run_1/met1.png
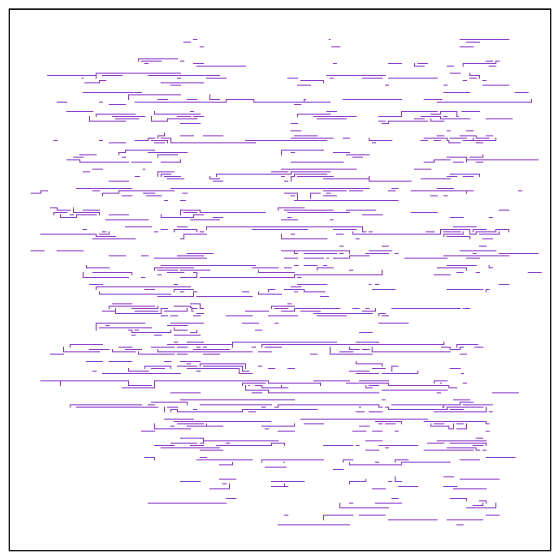
run_1/density.png
8 x 8 tiles, from white (low) to dark blue (high), 0 to 100% covered.
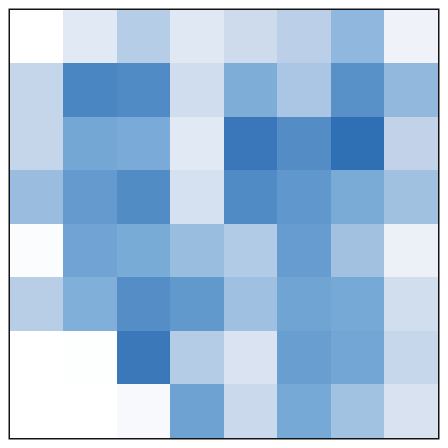
run_1/met2.png
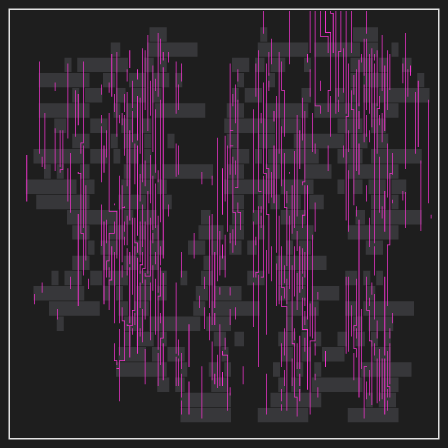
run_1/final_placement.png
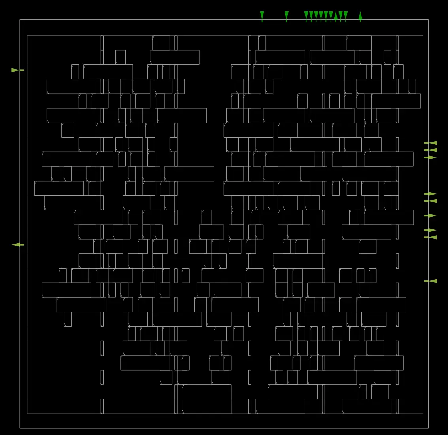
<file path="config.mk">
export PLATFORM = sky130hd
export DESIGN_NAME = scan_mux_flat
export DESIGN_NICKNAME = d
export VERILOG_FILES = /design/src/rtl/scan_mux_if.sv /design/src/rtl/scan_mux.sv /design/src/flat_wrapper.sv
export SDC_FILE = /design/constraint.sdc
export NUM_CORES = 1
export LEC_CHECK = 0
export ABC_AREA = 0
export CAP_MARGIN = 20
export CELL_PAD_IN_SITES_DETAIL_PLACEMENT = 1
export CELL_PAD_IN_SITES_GLOBAL_PLACEMENT = 1
export CORE_UTILIZATION = 38
export DETAILED_ROUTE_END_ITERATION = 7
export DONT_BUFFER_PORTS = 1
export GPL_ROUTABILITY_DRIVEN = 1
export MAX_ROUTING_LAYER = met4
export PLACE_DENSITY = 0.63
export SYNTH_ARGS = -nofsm -noshare
export SYNTH_HDL_FRONTEND = slang
export SYNTH_SLANG_ARGS = --single-unit
</file>
<file path="constraint.sdc">
create_clock -name clk -period 4.2 [get_ports clk]
set_clock_uncertainty 0.05 [all_clocks]
set_input_delay 0.84 -clock clk [delete_from_list [all_inputs] [get_ports clk]]
set_output_delay 0.84 -clock clk [all_outputs]
set_load 0.02 [all_outputs]
</file>
<file path="src/rtl/scan_mux_if.sv">
// Control/observation bundle of the scanning multiplexer.
// The master drives run/dir/load/data. The slave (the scanner) returns the registered outputs.
interface scan_mux_if #(
  parameter int CHANNELS = 8,
  parameter int SEL_W    = 3
);
  logic                run;
  logic                dir;
  logic                load;
  logic [SEL_W-1:0]    load_sel;
  logic [CHANNELS-1:0] data;
  logic                out;
  logic [SEL_W-1:0]    select;
  logic                tick;
  logic                wrap;
  logic                slow;

  modport master (
    output run, dir, load, load_sel, data,
    input  out, select, tick, wrap, slow
  );

  modport slave (
    input  run, dir, load, load_sel, data,
    output out, select, tick, wrap, slow
  );
endinterface

</file>
<file path="src/rtl/scan_mux.sv">
// N-channel scanning multiplexer. A prescaler enable tick steps a channel index up or down.
// Adds pause, direct load, a wrap pulse and a 50%-duty slow phase. All outputs are registered.
module scan_mux #(
  parameter int CHANNELS = 8,
  parameter int SEL_W    = 3,
  parameter int RATE     = 50000000,
  parameter int CNT_W    = 26
) (
  input  logic      clk,
  input  logic      clear,
  scan_mux_if.slave bus
);

  localparam logic [CNT_W-1:0] CNT_LAST = CNT_W'(RATE - 1);
  localparam logic [SEL_W-1:0] SEL_LAST = SEL_W'(CHANNELS - 1);
  localparam logic             SLOW_RST = (RATE >= 2) ? 1'b1 : 1'b0;

  logic [CNT_W-1:0] cnt_r;
  logic [CNT_W-1:0] cnt_nxt_s;
  logic [SEL_W-1:0] sel_r;
  logic [SEL_W-1:0] sel_nxt_s;
  logic [SEL_W-1:0] sel_step_s;
  logic             out_r;
  logic             tick_r;
  logic             wrap_r;
  logic             slow_r;
  logic             tick_nxt_s;
  logic             wrap_nxt_s;
  logic             wrap_step_s;
  logic             slow_nxt_s;
  logic             load_ok_s;
  logic             at_end_s;

  // A load target outside the channel range is dropped; a full power-of-two range needs no check.
  generate
    if (CHANNELS == (2 ** SEL_W)) begin : g_load_full
      assign load_ok_s = bus.load;
    end else begin : g_load_chk
      localparam logic [SEL_W:0] CHAN_LIM = (SEL_W + 1)'(CHANNELS);
      assign load_ok_s = bus.load && ({1'b0, bus.load_sel} < CHAN_LIM);
    end
  endgenerate

  assign at_end_s = (cnt_r == CNT_LAST);

  // Neighbouring channel in the requested direction, with explicit wrap at both ends.
  always_comb begin
    sel_step_s  = sel_r;
    wrap_step_s = 1'b0;
    if (bus.dir) begin
      if (sel_r == {SEL_W{1'b0}}) begin
        sel_step_s  = SEL_LAST;
        wrap_step_s = 1'b1;
      end else begin
        sel_step_s  = sel_r - SEL_W'(1);
      end
    end else begin
      if (sel_r == SEL_LAST) begin
        sel_step_s  = {SEL_W{1'b0}};
        wrap_step_s = 1'b1;
      end else begin
        sel_step_s  = sel_r + SEL_W'(1);
      end
    end
  end

  // Next state: a valid load beats any step, and pause holds the count and the channel.
  always_comb begin
    cnt_nxt_s  = cnt_r;
    sel_nxt_s  = sel_r;
    tick_nxt_s = 1'b0;
    wrap_nxt_s = 1'b0;
    if (load_ok_s) begin
      cnt_nxt_s = {CNT_W{1'b0}};
      sel_nxt_s = bus.load_sel;
    end else if (bus.run) begin
      tick_nxt_s = at_end_s;
      if (at_end_s) begin
        cnt_nxt_s  = {CNT_W{1'b0}};
        sel_nxt_s  = sel_step_s;
        wrap_nxt_s = wrap_step_s;
      end else begin
        cnt_nxt_s  = cnt_r + CNT_W'(1);
      end
    end else begin
      cnt_nxt_s = cnt_r;
      sel_nxt_s = sel_r;
    end
  end

  // slow mirrors the count that will be held after the edge. With RATE=1 it is always low.
  generate
    if (RATE >= 2) begin : g_slow
      localparam logic [CNT_W-1:0] HALF = CNT_W'(RATE / 2);
      assign slow_nxt_s = (cnt_nxt_s < HALF);
    end else begin : g_no_slow
      assign slow_nxt_s = 1'b0;
    end
  endgenerate

  // State and registered outputs.
  always_ff @(posedge clk or posedge clear) begin
    if (clear) begin
      cnt_r  <= {CNT_W{1'b0}};
      sel_r  <= {SEL_W{1'b0}};
      out_r  <= 1'b0;
      tick_r <= 1'b0;
      wrap_r <= 1'b0;
      slow_r <= SLOW_RST;
    end else begin
      cnt_r  <= cnt_nxt_s;
      sel_r  <= sel_nxt_s;
      out_r  <= bus.data[sel_r];
      tick_r <= tick_nxt_s;
      wrap_r <= wrap_nxt_s;
      slow_r <= slow_nxt_s;
    end
  end

  assign bus.out    = out_r;
  assign bus.select = sel_r;
  assign bus.tick   = tick_r;
  assign bus.wrap   = wrap_r;
  assign bus.slow   = slow_r;

endmodule

</file>
<file path="src/flat_wrapper.sv">
// flat-port wrapper written by rule: the top's interface ports become plain ports
module scan_mux_flat 
#(
  parameter int CHANNELS = 8,
  parameter int SEL_W    = 3,
  parameter int RATE     = 50000000,
  parameter int CNT_W    = 26
)
  (clk, clear, bus_run, bus_dir, bus_load, bus_load_sel, bus_data, bus_out, bus_select, bus_tick, bus_wrap, bus_slow);
  scan_mux_if #(.CHANNELS(CHANNELS), .SEL_W(SEL_W)) bus_i ();
  input  logic clk;
  input  logic clear;
  input wire logic [$bits(bus_i.run)-1:0] bus_run;
  input wire logic [$bits(bus_i.dir)-1:0] bus_dir;
  input wire logic [$bits(bus_i.load)-1:0] bus_load;
  input wire logic [$bits(bus_i.load_sel)-1:0] bus_load_sel;
  input wire logic [$bits(bus_i.data)-1:0] bus_data;
  output wire logic [$bits(bus_i.out)-1:0] bus_out;
  output wire logic [$bits(bus_i.select)-1:0] bus_select;
  output wire logic [$bits(bus_i.tick)-1:0] bus_tick;
  output wire logic [$bits(bus_i.wrap)-1:0] bus_wrap;
  output wire logic [$bits(bus_i.slow)-1:0] bus_slow;
  assign bus_i.run = bus_run;
  assign bus_i.dir = bus_dir;
  assign bus_i.load = bus_load;
  assign bus_i.load_sel = bus_load_sel;
  assign bus_i.data = bus_data;
  assign bus_out = bus_i.out;
  assign bus_select = bus_i.select;
  assign bus_tick = bus_i.tick;
  assign bus_wrap = bus_i.wrap;
  assign bus_slow = bus_i.slow;
  scan_mux #(.CHANNELS(CHANNELS), .SEL_W(SEL_W), .RATE(RATE), .CNT_W(CNT_W)) u_core (.clk(clk), .clear(clear), .bus(bus_i));
endmodule
</file>
==> impl_metrics.yaml, run 1 <==
# yosys + openroad results
worst_setup_path:
  r2r_end: "u_core.bus.slow"
  rrSetupSlack_ps: 1590
  cp_num_cells: 9
  critical_path.top_delay_family: "AND-OR/OR-AND gates"
  worstRegToRegCells: 9
  endpoint_kind: "register"
  worstPathMaxFanout: 22
  start_kind: "register"
  worst-setup-path-type: "register to register"
  timing.critical_path.from: "u_core.cnt_r[0]"
  cp.buffers_inverters: 1
  crit_chain: "ha_1 -> and3_1 -> nand2_1 -> o41ai_2 -> buf_4 -> a21oi_1 -> a211o_1 -> a41o_1 -> a21oi_1"
synthesis:
  yosys_warnings: 0
  top_area_frac: 0.3803
  syn_area_um2: 2106
  syn_nets: 250
  ys_types: 54
  synthAdderAreaFrac: 0.03446
  synth.most_common_cell: "dfrtp_1"
  ys_sh_aoi: 0.1093
  avgSynthCellArea_um2: 9.196
  ys_cells: 229
  synthTopCellsByCount: "32 x dfrtp_1, 26 x nor2_1, 19 x nand2_1"
  synth.mux.area_fraction: 0.03684
  yosys.area_share.simple: 0.2828
  topCellsByArea: "dfrtp_1 38%, xnor2_1 6.7%, nor2_1 4.6%, nand2_1 3.4%, ha_1 3.0%"
final_timing:
  slew_violations: 0
  max_freq_mhz: 383.1
  tns_ps: 0
  rsz0062_at_grt: "false"
  hold_viol: 0
route:
  wl_um: 5241
  drt_iter0_markers: 54
  drt-pass1-iter-count: 4
  vias_per_cell: 5.667
  wl_per_cell_um: 17.47
  drcViolationCount: 0
  vias: 1700
finish:
  layout.nets: 250
  final-comb-area_um2: 1169
  num_antenna_cells: 0
  post-route-cell-area_um2: 2237
  drive_above_1_share: 0.1087
  register_area_um2: 827.0
  mostFrequentLayoutCell: "dfrtp_1"
  final_cells: 300
place:
  port_buffers: 0
  gp_congestion: 0.8418
  pre_cts_slack_ps: 1504
die:
  pin_count: 23
  die-area_um2: 5843
  rows: 26
cts:
  clk_path_buf_depth: 2
  ctsResizeCount: 0
  clk_pin_slew_ps: 70
  post-cts-setup-buffers: 0
  clock_latency_ps: 290
  cts_root_buf: "clkbuf_8"
  cts_htree_levels: 2
run:
  warning_count: 28
run_status:
  outcome: "finished, final reports clean"
min_path:
  hold_path.class: "input pin to async pin"
grt:
  grt_pass1_wl_um: 8949
  grt_pass1_vias: 1867
  track_usage: 0.2026
power_and_ir_drop:
  ir_worst_vdd_mv: 0.1707
Back to the opening pictures, met1.png:
share of all routed wire: 41%
wire length on this layer: 2,130 um
nets with wire on the layer: 230
main direction: horizontal

Back to the opening pictures, density.png:
emptiest ninth of the die: bottom left
fullest tile: 74%
nearly empty tiles: 9.4%
mean over tiles: 37%

Back to the opening pictures, met2.png:
wire length on this layer: 2,840 um
nets with wire on the layer: 222
share of all routed wire: 54%
main direction: vertical

Back to the opening pictures, final_placement.png:
seq_cells: 33
sequential share of cell area: 0.3697
fin util: 0.4271
area of the core: 5238 um2

run 1: layout make-up:
class	count	area share
multi-input combinational	172	0.5224
sequential	33	0.3697
tap	70	0.03915
clock buffer	6	0.03244
inverter	15	0.02517
timing repair buffer	2	0.006711
clock inverter	2	0.004474
run 1: registers in the layout, summed over array words and instances, names as in the netlist:
name / count
u_core.bus.out: 1
u_core.bus.select: 3
u_core.bus.slow: 1
u_core.bus.tick: 1
u_core.bus.wrap: 1
u_core.cnt_r: 26
run 1: where the power goes:
group          total [mW]  internal [mW]  switching, mW
logic              0.0406         0.0179         0.0227
registers           0.338          0.323         0.0142
clock network       0.238          0.115          0.123
run 1: layer usage:
metal,vias up,GRT usage,share of wire
met1,852,0.2091,0.41
met5,-,-,0
met3,9,0.04311,0.032
li1,816,-,-
met2,23,0.3703,0.54
met4,0,0.08462,0.019
==> run 1 -> run 2 <==
- clock period: 4.2 -> 2.7 ns (I/O delays scaled with it)
run_2/met1.png
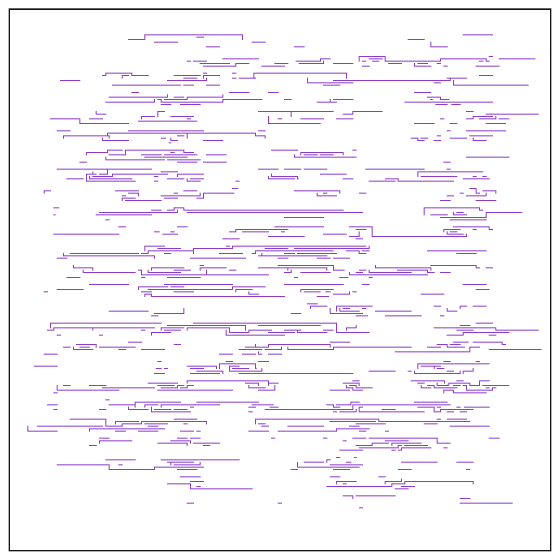
wire length on this layer: 2,260 um
share of all routed wire: 44%
longest straight run: 24.8 um

==> impl_metrics.yaml, run 2 <==
# yosys + openroad results
route:
  wl_um: 5157
  drt-pass1-iter-count: 4
  drcViolationCount: 0
  highest_layer: "met4"
  drt-met1-wl_um: 2263
  wl_met3_um: 125
  wl_per_cell_um: 17.02
  drt_iter0_markers: 57
  wl_met2_um: 2699
  vias: 1703
  vias_per_cell: 5.620
place:
  pre_cts_slack_ps: 271.8
  port_buffers: 0
  placed_cell_area_um2: 2177
worst_setup_path:
  timing.critical_path.from: "u_core.cnt_r[8]"
  endpoint_kind: "register"
  start_kind: "register"
  worst-setup-path-type: "register to register"
  worstPathMaxFanout: 10
  r2r_end: "u_core.bus.select[0]"
  rrSetupSlack_ps: 260
  worstRegToRegCells: 6
min_path:
  hold_path.class: "input pin to async pin"
synthesis:
  ys_cells: 229
  avgSynthCellArea_um2: 9.196
  top_area_frac: 0.3803
  synth.most_common_cell: "dfrtp_1"
  yosys_warnings: 0
  syn_area_um2: 2106
  ys_types: 54
  yosys.area_share.simple: 0.2828
  syn_nets: 250
  synthTopCellsByCount: "32 x dfrtp_1, 26 x nor2_1, 19 x nand2_1"
  ys_sh_aoi: 0.1093
  synth.mux.area_fraction: 0.03684
  synthAdderAreaFrac: 0.03446
  postSynthCellCount: 229
  topCellsByArea: "dfrtp_1 38%, xnor2_1 6.7%, nor2_1 4.6%, nand2_1 3.4%, ha_1 3.0%"
die:
  coreArea_um2: 5238
  rows: 26
grt:
  antenna_found_initial: 0
  track_usage: 0.2011
  grt_pass1_vias: 1882
  grt_pass1_wl_um: 9094
power_and_ir_drop:
  p_seq_mw: 0.524
  pg_clk_mw: 0.365
  combPwrFrac: 0.066
  ir_worst_vdd_mv: 0.1839
  intPower_mw: 0.7139
  clkPwrFrac: 0.384
  power-top-group: "registers"
  power_switching_mw: 0.2372
finish:
  utilization: 0.4310
  largest_reg_flops: 26
  drive_above_1_share: 0.1116
  num_antenna_cells: 0
  final-comb-area_um2: 1169
  top_register: "u_core.cnt_r"
  mostFrequentLayoutCell: "dfrtp_1"
  post-route-cell-area_um2: 2257
  layout.nets: 253
  register_area_um2: 827.0
run_status:
  outcome: "finished, final reports clean"
final_timing:
  rsz0062_at_grt: "false"
  max_freq_mhz: 409.7
  slew_violations: 0
  fin_crit_ps: 2441
  hold_viol: 0
cts:
  ctsResizeCount: 0
  clk_pin_slew_ps: 70
  post-cts-setup-buffers: 0
  cts_htree_levels: 2
  clock_latency_ps: 290
run:
  warning_count: 28
run 2: cell count changes in the layout (fill, tap and decap cells not counted), sizes merged:
cell	before	now
buf	2	5
clkinv	2	0
clkbuf	6	8
run 2: final cells by class:
class,count,area share
Clock buffer,8,0.03548
Inverter,15,0.02494
Multi-Input combinational cell,172,0.5177
Sequential cell,33,0.3664
Tap cell,70,0.03880
Timing Repair Buffer,5,0.01663
run 2: worst max-delay path, cell delays in order, from the launching register on:
cell      delay, ps
dfrtp_1         520
nor4b_4         340
nand4_2         160
or4_4           580
or2_4           290
o311ai_1        280
o21a_1          160
run 2: routing by layer:
layer | vias up | global-route usage
li1 | 815 | -
met3 | 6 | 0.03473
met1 | 861 | 0.2326
met5 | - | -
met2 | 21 | 0.3541
met4 | 0 | 0.06154
Power and IR drop assume default switching activity.
